==> src/rtl/joy_io_multi.sv <==
// Multi-player joypad I/O: synchronised, debounced inputs with sticky START/SELECT
// capture (clear-on-status-read) and a latched per-player output port.
module joy_io_multi #(
  parameter int unsigned NPLAYERS = 2,
  parameter int unsigned IN_WIDTH = 10,
  parameter int unsigned DIV      = 12000,
  parameter int unsigned DB_COUNT = 8
) (
  input  logic                         CLK_12M,
  input  logic                         nRESET,
  input  logic [NPLAYERS*IN_WIDTH-1:0] P_IN,
  input  logic [NPLAYERS-1:0]          nCTRL_ZONE,
  input  logic                         M68K_ADDR4,
  output logic [15:0]                  M68K_DATA_OUT,
  output logic                         DATA_OE,
  input  logic                         nOUT_WR,
  input  logic [15:0]                  M68K_DATA_IN,
  output logic [3*NPLAYERS-1:0]        P_OUT
);

  localparam int unsigned NBITS = NPLAYERS * IN_WIDTH;
  localparam int unsigned PW    = (DIV > 1) ? $clog2(DIV) : 1;
  localparam logic [PW-1:0] PRESC_MAX = PW'(DIV - 1);
  localparam logic [7:0]    DB_MAX    = 8'(DB_COUNT - 1);

  logic [NBITS-1:0]    sync1_q, sync2_q;
  logic [NBITS-1:0]    stable_q, stable_d;
  logic [7:0]          cnt_q [NBITS];
  logic [7:0]          cnt_d [NBITS];
  logic [PW-1:0]       presc_q;
  logic                tick;
  logic [NPLAYERS-1:0] start_stk_q, start_stk_d;
  logic [NPLAYERS-1:0] sel_stk_q, sel_stk_d;
  logic [NPLAYERS-1:0] zone_q;
  logic [NPLAYERS-1:0] addr_last_q, addr_last_d;
  logic                wr_q;
  logic [3*NPLAYERS-1:0] p_out_q;

  logic unused_din;
  assign unused_din = ^M68K_DATA_IN[15:3*NPLAYERS];

  assign tick  = (presc_q == PRESC_MAX);
  assign P_OUT = p_out_q;

  // Per-bit debounce, only advanced on the prescaler tick
  always_comb begin
    stable_d = stable_q;
    cnt_d    = cnt_q;
    if (tick) begin
      for (int i = 0; i < int'(NBITS); i++) begin
        if (sync2_q[i] == stable_q[i]) begin
          cnt_d[i] = '0;
        end else if (cnt_q[i] == DB_MAX) begin
          stable_d[i] = sync2_q[i];
          cnt_d[i]    = '0;
        end else begin
          cnt_d[i] = cnt_q[i] + 8'd1;
        end
      end
    end
  end

  // Sticky capture; a fresh press overrides a clear landing in the same cycle
  always_comb begin
    start_stk_d = start_stk_q;
    sel_stk_d   = sel_stk_q;
    addr_last_d = addr_last_q;
    for (int p = 0; p < int'(NPLAYERS); p++) begin
      logic clr;
      logic start_fall;
      logic sel_fall;
      clr        = ~zone_q[p] & nCTRL_ZONE[p] & addr_last_q[p];
      start_fall = stable_q[p*IN_WIDTH+8] & ~stable_d[p*IN_WIDTH+8];
      sel_fall   = stable_q[p*IN_WIDTH+9] & ~stable_d[p*IN_WIDTH+9];
      start_stk_d[p] = start_fall | (start_stk_q[p] & ~clr);
      sel_stk_d[p]   = sel_fall | (sel_stk_q[p] & ~clr);
      if (!nCTRL_ZONE[p]) addr_last_d[p] = M68K_ADDR4;
    end
  end

  always_ff @(posedge CLK_12M or negedge nRESET) begin
    if (!nRESET) begin
      sync1_q     <= '1;
      sync2_q     <= '1;
      stable_q    <= '1;
      presc_q     <= '0;
      start_stk_q <= '0;
      sel_stk_q   <= '0;
      zone_q      <= '1;
      addr_last_q <= '0;
      wr_q        <= 1'b1;
      p_out_q     <= '0;
      for (int i = 0; i < int'(NBITS); i++) cnt_q[i] <= '0;
    end else begin
      sync1_q     <= P_IN;
      sync2_q     <= sync1_q;
      stable_q    <= stable_d;
      presc_q     <= tick ? '0 : presc_q + 1'b1;
      start_stk_q <= start_stk_d;
      sel_stk_q   <= sel_stk_d;
      zone_q      <= nCTRL_ZONE;
      addr_last_q <= addr_last_d;
      wr_q        <= nOUT_WR;
      if (wr_q && !nOUT_WR) p_out_q <= M68K_DATA_IN[3*NPLAYERS-1:0];
      for (int i = 0; i < int'(NBITS); i++) cnt_q[i] <= cnt_d[i];
    end
  end

  // Read mux: descending scan so the lowest-indexed active zone wins
  always_comb begin
    logic [IN_WIDTH-1:0] pl_stable;
    logic                pl_start;
    logic                pl_sel;
    pl_stable = '1;
    pl_start  = 1'b0;
    pl_sel    = 1'b0;
    for (int p = int'(NPLAYERS) - 1; p >= 0; p--) begin
      if (!nCTRL_ZONE[p]) begin
        pl_stable = stable_q[p*IN_WIDTH +: IN_WIDTH];
        pl_start  = start_stk_q[p];
        pl_sel    = sel_stk_q[p];
      end
    end
    DATA_OE = ~&nCTRL_ZONE;
    if (!DATA_OE) begin
      M68K_DATA_OUT = 16'hFFFF;
    end else if (M68K_ADDR4) begin
      M68K_DATA_OUT = {8'hFF, 4'hF, pl_sel, pl_start, pl_stable[9], pl_stable[8]};
    end else begin
      M68K_DATA_OUT = {8'hFF, pl_stable[7:0]};
    end
  end

endmodule

==> config.mk <==
export PLATFORM = sky130hd
export DESIGN_NAME = joy_io_multi
export DESIGN_NICKNAME = d
export VERILOG_FILES = /design/src/rtl/joy_io_multi.sv
export SDC_FILE = /design/constraint.sdc
export NUM_CORES = 1
export LEC_CHECK = 0
export ABC_AREA = 1
export CAP_MARGIN = 25
export CORE_ASPECT_RATIO = 1.5
export CORE_UTILIZATION = 55
export DETAILED_ROUTE_END_ITERATION = 8
export GPL_TIMING_DRIVEN = 0
export PLACE_DENSITY = 0.85
export SLEW_MARGIN = 5
export SYNTH_ARGS = -nofsm -noshare
export SYNTH_HDL_FRONTEND = slang
export SYNTH_SLANG_ARGS = --single-unit
==> constraint.sdc <==
create_clock -name CLK_12M -period 2.9 [get_ports CLK_12M]
set_clock_uncertainty 0.2 [all_clocks]
set_input_delay 0.87 -clock CLK_12M [delete_from_list [all_inputs] [get_ports CLK_12M]]
set_output_delay 0.87 -clock CLK_12M [all_outputs]
set_load 0.01 [all_outputs]
run_1/congestion_map.png
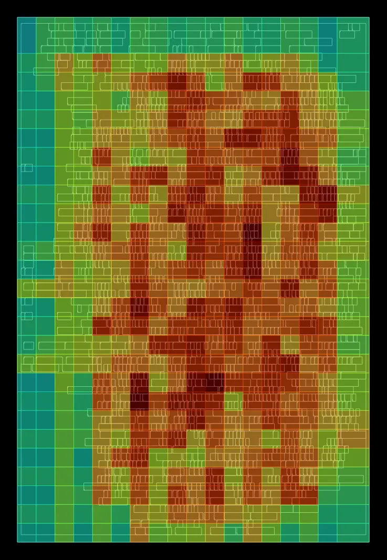
post-layout utilization of the core: 0.638
grt met1 use: 0.310
total routing usage reported by global routing: 0.272
Wirelength per Cell: 14.7 um
GR Util met2: 0.488

run_1/m1.png
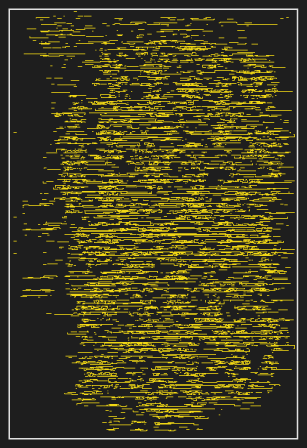
main direction: horizontal
wire length on this layer: 12500 um
nets with wire on the layer: 1786
share of all routed wire: 39%
longest straight run: 48.3 um

run_1/clock_wires.png
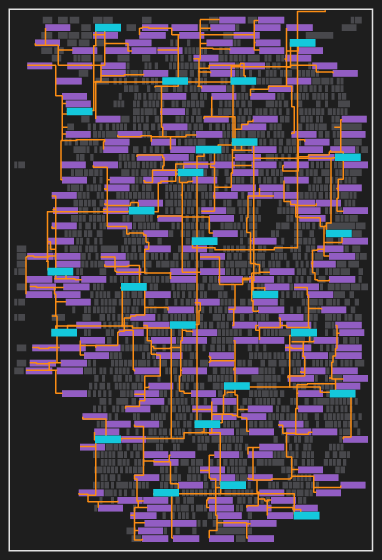
legend:
  flip-flops:
    color: purple
    count: 249
  clock wires:
    color: orange
    length: 3150 um
  clock-net drivers:
    color: cyan
    count: 25
flops lie: spread over the die
insertion delay to the later sink of the worst-skew pair: 550 ps
portion of total power attributed to the clock network: 0.473
power attributed to the clock group: 3440 uW

run_1/ff_map.png
Other sequential cells in the stronger gray, the rest of the logic in the fainter gray.
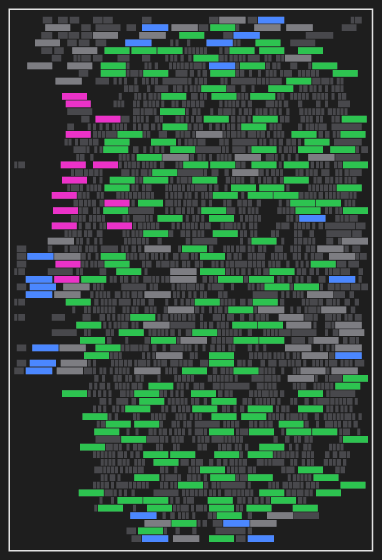
legend:
  cnt_q:
    color: green
    flops: 160
  sync1_q:
    color: blue
    flops: 20
    where: spread over the die
  presc_q:
    color: magenta
    flops: 14
not colored: 55
Power Sequential: 3570 uW
flop share of the area: 0.417
Flop area: 6310 um^2

==> impl_metrics.toml, run 1 <==
# synthesis and place-and-route metrics
[status]
status = "finished clean"

[finish]
non_clock_inverter_count = 194
dominant_cells = "registers"
area_share_nonclk_buffers = 0.0484
flop-count = 249
comb_share = 0.402
clk_share = 0.0580
areaGrowthSynthToFinish_pct = 13.6
area.combinational_um2 = 6080
layout.comb_gates.multi_input = 1308
nNetsFinal = 1936
finish.instance_area_um2 = 15100
signal_buffers = 95
insertedDiodeCount = 0
fill_cells = 1906
final_cells = 2211
clkbuf_count = 35
layout-drive-gt1-share = 0.0925

[global_route]
antenna_found_initial = 0
grt_pass1_vias = 11500
grt_use_met3 = 0.0291
overflow = 0
grt_max_degree = 105
grt.busiest_layer = "met2"
grt_pass1_wl_um = 53700

[clock_network]
clk_path_buf_depth = 3
clock_tree.htree_level_count = 1
clockRootBuffer = "sky130_fd_sc_hd__clkbuf_16"
cts_buffers = 25
cts_setup_buffers = 0
cts.reportedPaths.clkPinSlew_ps = 60
cts_tree = "done"
cts-hold-fix-buffers = 0
cts.repair.resized = 34

[drt]
highest-signal-layer = "met4"
drc = 0
detailedRoute.firstIterationViolations = 978
route.final.wire_length_um = 32500
vias_per_cell = 5.42
dr_total_vias = 12000
routedLengthMet1_um = 12500
dr_wl_met2_um = 16300
antenna_left = 0

[final_timing]
finalWorstSetupSlack_ps = 45.1
fin_crit_sh = 0.984
clock.fmax_mhz = 350
min_period_ps = 2850
slew_viol_final = 0
hold_ws_ps = 46.6
grt_setup_unrepaired = "false"
maxSlewHeadroom = 0.366
hold_violations = 0
worstMarginPinSlew_ps = 951

[run]
log.warning_count = 38
max_cap_viol_count = 0

[floorplanning]
chipArea_um2 = 24900
core_um2 = 23700
tapcell.inserted = 319
fp-utilization = 0.561
std_cell_rows = 69
die_x_um = 129
ios = 65
die-height_um = 193

[synthesis]
warning_count_from_the_yosys_run = 0
synth_top_flop_cell = "sky130_fd_sc_hd__dfrtp_1"
ys_seq_frac = 0.474
synth-area-yosys_um2 = 13300
yosysTopAreaCell = "sky130_fd_sc_hd__dfrtp_1"
aoi_share = 0.0498
synthCells = 1792
yosysCellCount = 1792
synthesis.area_um2 = 13300
synth.most_common_cell = "sky130_fd_sc_hd__nand2_1"
synth-simple-area-share = 0.344
fa_ha_area_frac = 0.0197
yosys-mux-area-fraction = 0.00507
synth.avg_cell_area_um2 = 7.44
netlist-cell-type-count = 31
area_leader_share = 0.349
synth_flops = 249
xor_xnor_portion_of_the_synthesized_cell_area = 0.0348
yosys-top-cells-count = "sky130_fd_sc_hd__nand2_1 (612), sky130_fd_sc_hd__nand3_1 (223), sky130_fd_sc_hd__nor2_1 (202)"
synth-edff-count = 0
synth.top_cells.by_area = "sky130_fd_sc_hd__dfrtp_1 (35%), sky130_fd_sc_hd__nand2_1 (17%), sky130_fd_sc_hd__dfstp_2 (12%)"
synth.comb.largest_family = "simple AND/OR/NAND/NOR gates"

[power_and_ir_drop]
comb_power_uw = 269
internal_power_uw = 5690
power_switching_uw = 1600
power.leakage_uw = 0.00769
power.share.sequential = 0.490
power_uw = 7290
power.ir.vdd_worst_mv = 0.445
power-top-group = "sequential cells"
swShare = 0.219
power-per-cell-area_nw_per_um2 = 482

[placed_design]
place.port_buffers = 46
place_hpwl_um = 22300
gp_congestion = 0.901
dp.cells = 2166
dp_worst_setup_slack_ps = -1240
dpl_cell_area_um2 = 14300

[critical_path]
cpMaxStageDelayCell = "sky130_fd_sc_hd__clkdlybuf4s15_1"
r2r-end = "cnt_q[133]"
critical_path_required_ps = 1830
crit_path_max_fanout = 6
worstSetupPathType = "input port to primary output"
cp_top_family = "buffers and inverters"
startpoint = "nCTRL_ZONE[1]"
worst_path_max_stage_delay_ps = 250
ff2ff_path_depth = 7
regToRegStartpoint = "presc_q[0]"
crit_cells = 6
cp.buffers_inverters = 3
cp-endpoint = "M68K_DATA_OUT[4]"
worst-r2r-setup-slack_ps = 250
cell_by_cell_listing_of_the_critical_path = "clkdlybuf4s15_2, nand2_2, inv_2, nor2_4, o211ai_1, clkdlybuf4s15_1"

[min_path]
kind_of_path_behind_the_tightest_hold_check = "input port to asynchronous set/reset pin"
run 1: layout by cell type, fill, tap and decap left out, drive strengths merged:
cell           count
nand2            612
clkdlybuf4s50     34
nand4             30
inv              193
clkbuf            52
nor2             213
clkdlybuf4s15      4
nand3            224
dfrtp            186
o211ai             5
a21oi              6
dlygate4sd2        1
xor2              44
nand3b            11
a31oi              2
buf               39
xnor2              9
o21bai            14
bufinv             3
clkinvlp           3
dfstp             63
a32oi              2
nor3               4
ha                21
o21ai             92
mux2               6
or2                5
conb               8
clkinv             6
run 1: sequential cells by signal, summed over array words and instances (netlist names):
name         flops
sync1_q         20
sel_stk_q        2
cnt_q          160
wr_q             1
stable_q        20
sync2_q         20
addr_last_q      2
presc_q         14
start_stk_q      2
P_OUT            6
zone_q           2
run_1/port_trees.png
Bar = 50 um.
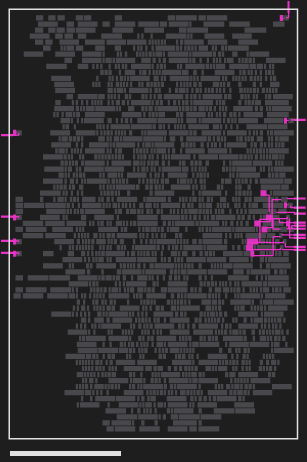

==> run 1 -> run 2 <==
CTS_CLUSTER_SIZE = 14   (was not set)
SLEW_MARGIN = 25   (was 5)
run_2/port_trees.png
Bar = 50 um.
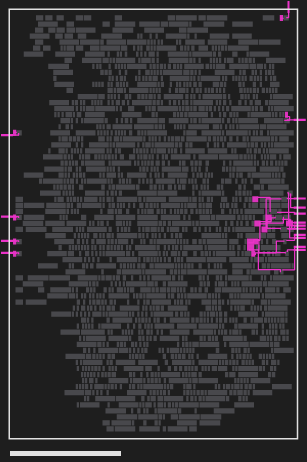
legend:
  M68K_DATA_OUT:
    color: magenta
    bits: 16
    direction: output
    edge: 11 right, 4 left, 1 top
    end_cells: 16
    buffers: 16
    wire: 274 um
top-level I/O count: 65
tally of buffers added on design ports: 46

run_2/clock_wires.png
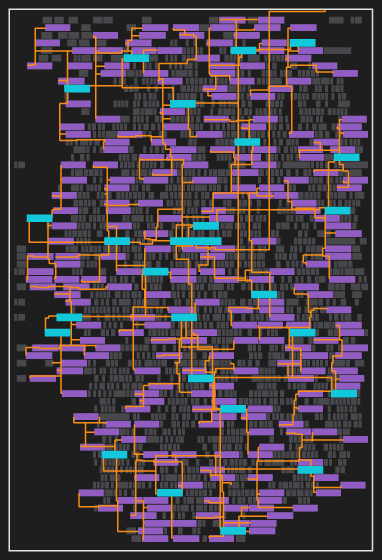
legend:
  clock wires:
    color: orange
    length: 3130 um
  clock-net drivers:
    color: cyan
    count: 26
  flip-flops:
    color: purple
    count: 249
flops lie: spread over the die

==> run 2 against run 1 <==
Power increased by 1.3%. Synthesized cell count stayed put. Die area did not move. Flip-flop count did not move. Final cell count is essentially flat. Largest power group unchanged.
==> impl_metrics.toml, run 2 <==
# synthesis and place-and-route metrics
[status]
status = "finished clean"

[finish]
areaGrowthSynthToFinish_pct = 13.9
dominant_cells = "registers"
signal_buffers = 95
finish.instance_area_um2 = 15200
area.sequential_um2 = 6310
insertedDiodeCount = 0
area_share_nonclk_buffers = 0.0483
flip_flop_count_of_the_largest_register_after_layout = 160
nNetsFinal = 1937
final_util = 0.639
flop-count = 249
clkbuf_count = 36
largest_reg_by_ff_count = "cnt_q"
layout-drive-gt1-share = 0.0929
mostFrequentLayoutCell = "sky130_fd_sc_hd__nand2_1"
non_clock_inverter_count = 194
clk_share = 0.0602
flop_share_of_the_area = 0.416

[floorplanning]
fp-utilization = 0.561
std_cell_rows = 69
die_x_um = 129
core_um2 = 23700
tapcell.inserted = 319
chipArea_um2 = 24900

[clock_network]
clk_path_buf_depth = 3
clock_tree.htree_level_count = 1
cts_setup_buffers = 0
cts.reportedPaths.clkPinSlew_ps = 60
clockRootBuffer = "sky130_fd_sc_hd__clkbuf_16"

[synthesis]
synthCells = 1792
fa_ha_area_frac = 0.0197
yosys-top-cells-count = "sky130_fd_sc_hd__nand2_1 (612), sky130_fd_sc_hd__nand3_1 (223), sky130_fd_sc_hd__nor2_1 (202)"
aoi_share = 0.0498
synth.top_cells.by_area = "sky130_fd_sc_hd__dfrtp_1 (35%), sky130_fd_sc_hd__nand2_1 (17%), sky130_fd_sc_hd__dfstp_2 (12%)"
warning_count_from_the_yosys_run = 0
yosysCellCount = 1792
synth.comb.largest_family = "simple AND/OR/NAND/NOR gates"
synth_top_flop_cell = "sky130_fd_sc_hd__dfrtp_1"
synth.avg_cell_area_um2 = 7.44
synth.most_common_cell = "sky130_fd_sc_hd__nand2_1"
synth-area-yosys_um2 = 13300
xor_xnor_portion_of_the_synthesized_cell_area = 0.0348
ys_seq_frac = 0.474
synth-simple-area-share = 0.344
netlist-cell-type-count = 31
yosys-mux-area-fraction = 0.00507

[global_route]
overflow = 0
grt.met2_usage = 0.477
grt_use_met3 = 0.0358
grt_pass1_vias = 11600
grt_use_met1 = 0.310
antenna_found_initial = 0
grt_pass1_wl_um = 53600

[drt]
route.final.wire_length_um = 32400
detailedRoute.firstIterationViolations = 843
drc = 0
vias_per_cell = 5.45
highest-signal-layer = "met4"
dr_wl_met2_um = 16200

[power_and_ir_drop]
power-per-cell-area_nw_per_um2 = 487
power_uw = 7380
power.ir.vdd_worst_mv = 0.368

[run]
log.warning_count = 37

[final_timing]
slew_viol_final = 0
hold_violations = 0
fin_crit_sh = 0.978
worstMarginPinSlew_ps = 935
grt_setup_unrepaired = "false"
finalWorstSetupSlack_ps = 63.5
maxSlewHeadroom = 0.377

[critical_path]
worstSetupPathType = "input port to primary output"
cell_by_cell_listing_of_the_critical_path = "buf_4, clkinv_4, nand2_1, o21ai_0, a32oi_1, buf_2"
critical_path_required_ps = 1830
ff2ff_path_depth = 7
crit_cells = 6
startpoint = "nCTRL_ZONE[0]"
r2r-end = "cnt_q[36]"
cp_top_family = "buffers and inverters"
crit_path_max_fanout = 10

[placed_design]
gp_congestion = 0.901
dp.cells = 2166
## run 2: cell counts after synthesis
Identical to the previous run, type by type.
## run 2: worst register-to-register path: cells and delay by family, from the launching register on
| kind | cells | cell delay (ps) |
|---|---|---|
| simple gates | 4 | 950 |
| buf+inv | 1 | 480 |
| flops | 1 | 450 |
| fa+ha+maj | 1 | 290 |
| compound gates | 1 | 110 |
## run 2: repair_timing
| item | in CTS | in global routing |
|---|---|---|
| gates cloned | 0 | 0 |
| gates resized | 37 | 7 |
| endpoints found under the hold margin | 0 | 0 |
| setup endpoints to repair | 9 | 6 |
| pin swaps | 1 | 2 |
## run 2: power breakdown
part	switching, uW	internal, uW	leakage, uW
logic	159	110	0.00404
registers	28.4	3550	0.00323
clock network	1420	2120	0.000450
==> run 2 -> run 3 <==
ABC_CLOCK_PERIOD_IN_PS = 2900   (was not set)
CAP_MARGIN = not set   (was 25)
run_3/clock_wires.png
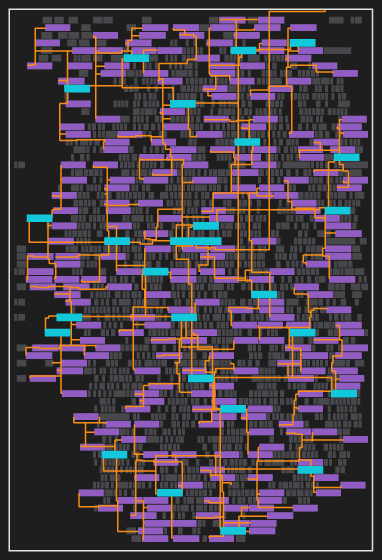
legend:
  clock-net drivers:
    color: cyan
    count: 26
  flip-flops:
    color: purple
    count: 249
  clock wires:
    color: orange
    length: 3130 um
routed clock nets: 27
flops lie: spread over the die
insertion delay to the later sink of the worst-skew pair: 540 ps
portion of total power attributed to the clock network: 0.479

run_3/congestion_map.png
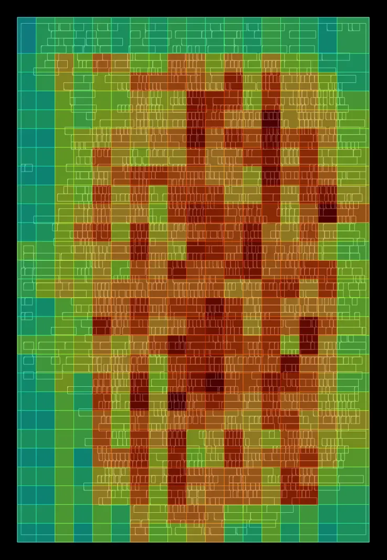
busiest grt layer: met2
met3 Use GR: 0.0358
grt met1 use: 0.310
Wirelength per Cell: 14.6 um

==> run 3 against run 2 <==
Global-route usage unchanged. Final area unchanged. Wire length unchanged. Non-clock buffer count unchanged. Flip-flop count unchanged. Critical path type unchanged. Setup slack stayed put. Largest power group unchanged.
==> impl_metrics.toml, run 3 <==
# synthesis and place-and-route metrics
[status]
status = "finished clean"

[power_and_ir_drop]
power-top-group = "sequential cells"
internal_power_uw = 5780
comb_power_uw = 269
comb_power_share = 0.036
power_switching_uw = 1600
power_uw = 7380
power.ir.vdd_worst_mv = 0.368
p_clk_uw = 3540
swShare = 0.217
power-per-cell-area_nw_per_um2 = 487

[clock_network]
clockRootBuffer = "sky130_fd_sc_hd__clkbuf_16"
clk_path_buf_depth = 3
cts.reportedPaths.clkPinSlew_ps = 60
cts.repair.resized = 37
cts_setup_buffers = 0

[synthesis]
synth-area-yosys_um2 = 13300
netlist-cell-type-count = 31
synth.top_cells.by_area = "sky130_fd_sc_hd__dfrtp_1 (35%), sky130_fd_sc_hd__nand2_1 (17%), sky130_fd_sc_hd__dfstp_2 (12%)"
yosys-top-cells-count = "sky130_fd_sc_hd__nand2_1 (612), sky130_fd_sc_hd__nand3_1 (223), sky130_fd_sc_hd__nor2_1 (202)"
synth.avg_cell_area_um2 = 7.44
synthCells = 1792
warning_count_from_the_yosys_run = 0
synth-simple-area-share = 0.344
synth.comb.largest_family = "simple AND/OR/NAND/NOR gates"
synth_top_flop_cell = "sky130_fd_sc_hd__dfrtp_1"
fa_ha_area_frac = 0.0197
ys_seq_frac = 0.474
xor_xnor_portion_of_the_synthesized_cell_area = 0.0348
yosysCellCount = 1792

[finish]
area_share_nonclk_buffers = 0.0483
layout-drive-gt1-share = 0.0929
clkbuf_count = 36
insertedDiodeCount = 0
flop-count = 249
clk_share = 0.0602
area.sequential_um2 = 6310
final_util = 0.639
dominant_cells = "registers"
non_clock_inverter_count = 194
flip_flop_count_of_the_largest_register_after_layout = 160
nNetsFinal = 1937
signal_buffers = 95
mostFrequentLayoutCell = "sky130_fd_sc_hd__nand2_1"
largest_reg_by_ff_count = "cnt_q"

[global_route]
antenna_found_initial = 0
grt_max_degree = 89
grt_pass1_vias = 11600
grt_pass1_wl_um = 53600
overflow = 0
grt.met2_usage = 0.477

[drt]
detailedRoute.firstIterationViolations = 843
drc = 0
first_pass_iters = 8
highest-signal-layer = "met4"
routedLengthMet1_um = 12500
vias_per_cell = 5.45
route.final.wire_length_um = 32400
dr_wl_met2_um = 16200

[critical_path]
worstSetupPathType = "input port to primary output"
crit_path_max_fanout = 10
cp_top_family = "buffers and inverters"
critical_path_required_ps = 1830
startpoint = "nCTRL_ZONE[0]"

[placed_design]
place.port_buffers = 46
gp_congestion = 0.901

[final_timing]
maxSlewHeadroom = 0.377
worstMarginPinSlew_ps = 935
fin_crit_sh = 0.978
setup_viol_count_final = 0
finalWorstSetupSlack_ps = 63.5
slew_viol_final = 0
hold_violations = 0

[floorplanning]
ios = 65
core_um2 = 23700
fp-utilization = 0.561
tapcell.inserted = 319
die_x_um = 129
chipArea_um2 = 24900

[run]
max_cap_viol_count = 0
run 3: cell counts after synthesis:
No cell type changed its count.
run 3: final timing paths:
check,slack (ps),end,cells past startpoint
setup / recovery,60,M68K_DATA_OUT[1],6
hold / removal,100,cnt_q[40],1
setup reg to reg,270,cnt_q[36],7
hold reg to reg,150,sync2_q[12],0
max in group asynchronous,1130,sync2_q[2],3
min in group CLK_12M,150,sync2_q[12],0
run 3: stage by stage:
| step | instance area [um^2] | std cells | hold WS [ps] | TNS, ps |
|---|---|---|---|---|
| after CTS | 15200 | 2213 | 146 | -23.7 |
| after global placement | 14200 | 2164 | 145 | -2214510 |
| after global routing | 15200 | 2213 | 153 | 0 |
| final | 15200 | 2213 | 103 | 0 |
| after detailed placement | 14300 | 2166 | 147 | -8940 |
| after floorplan | 13400 | 1799 | 145 | 0 |
Power is estimated from default activity; no workload was simulated.
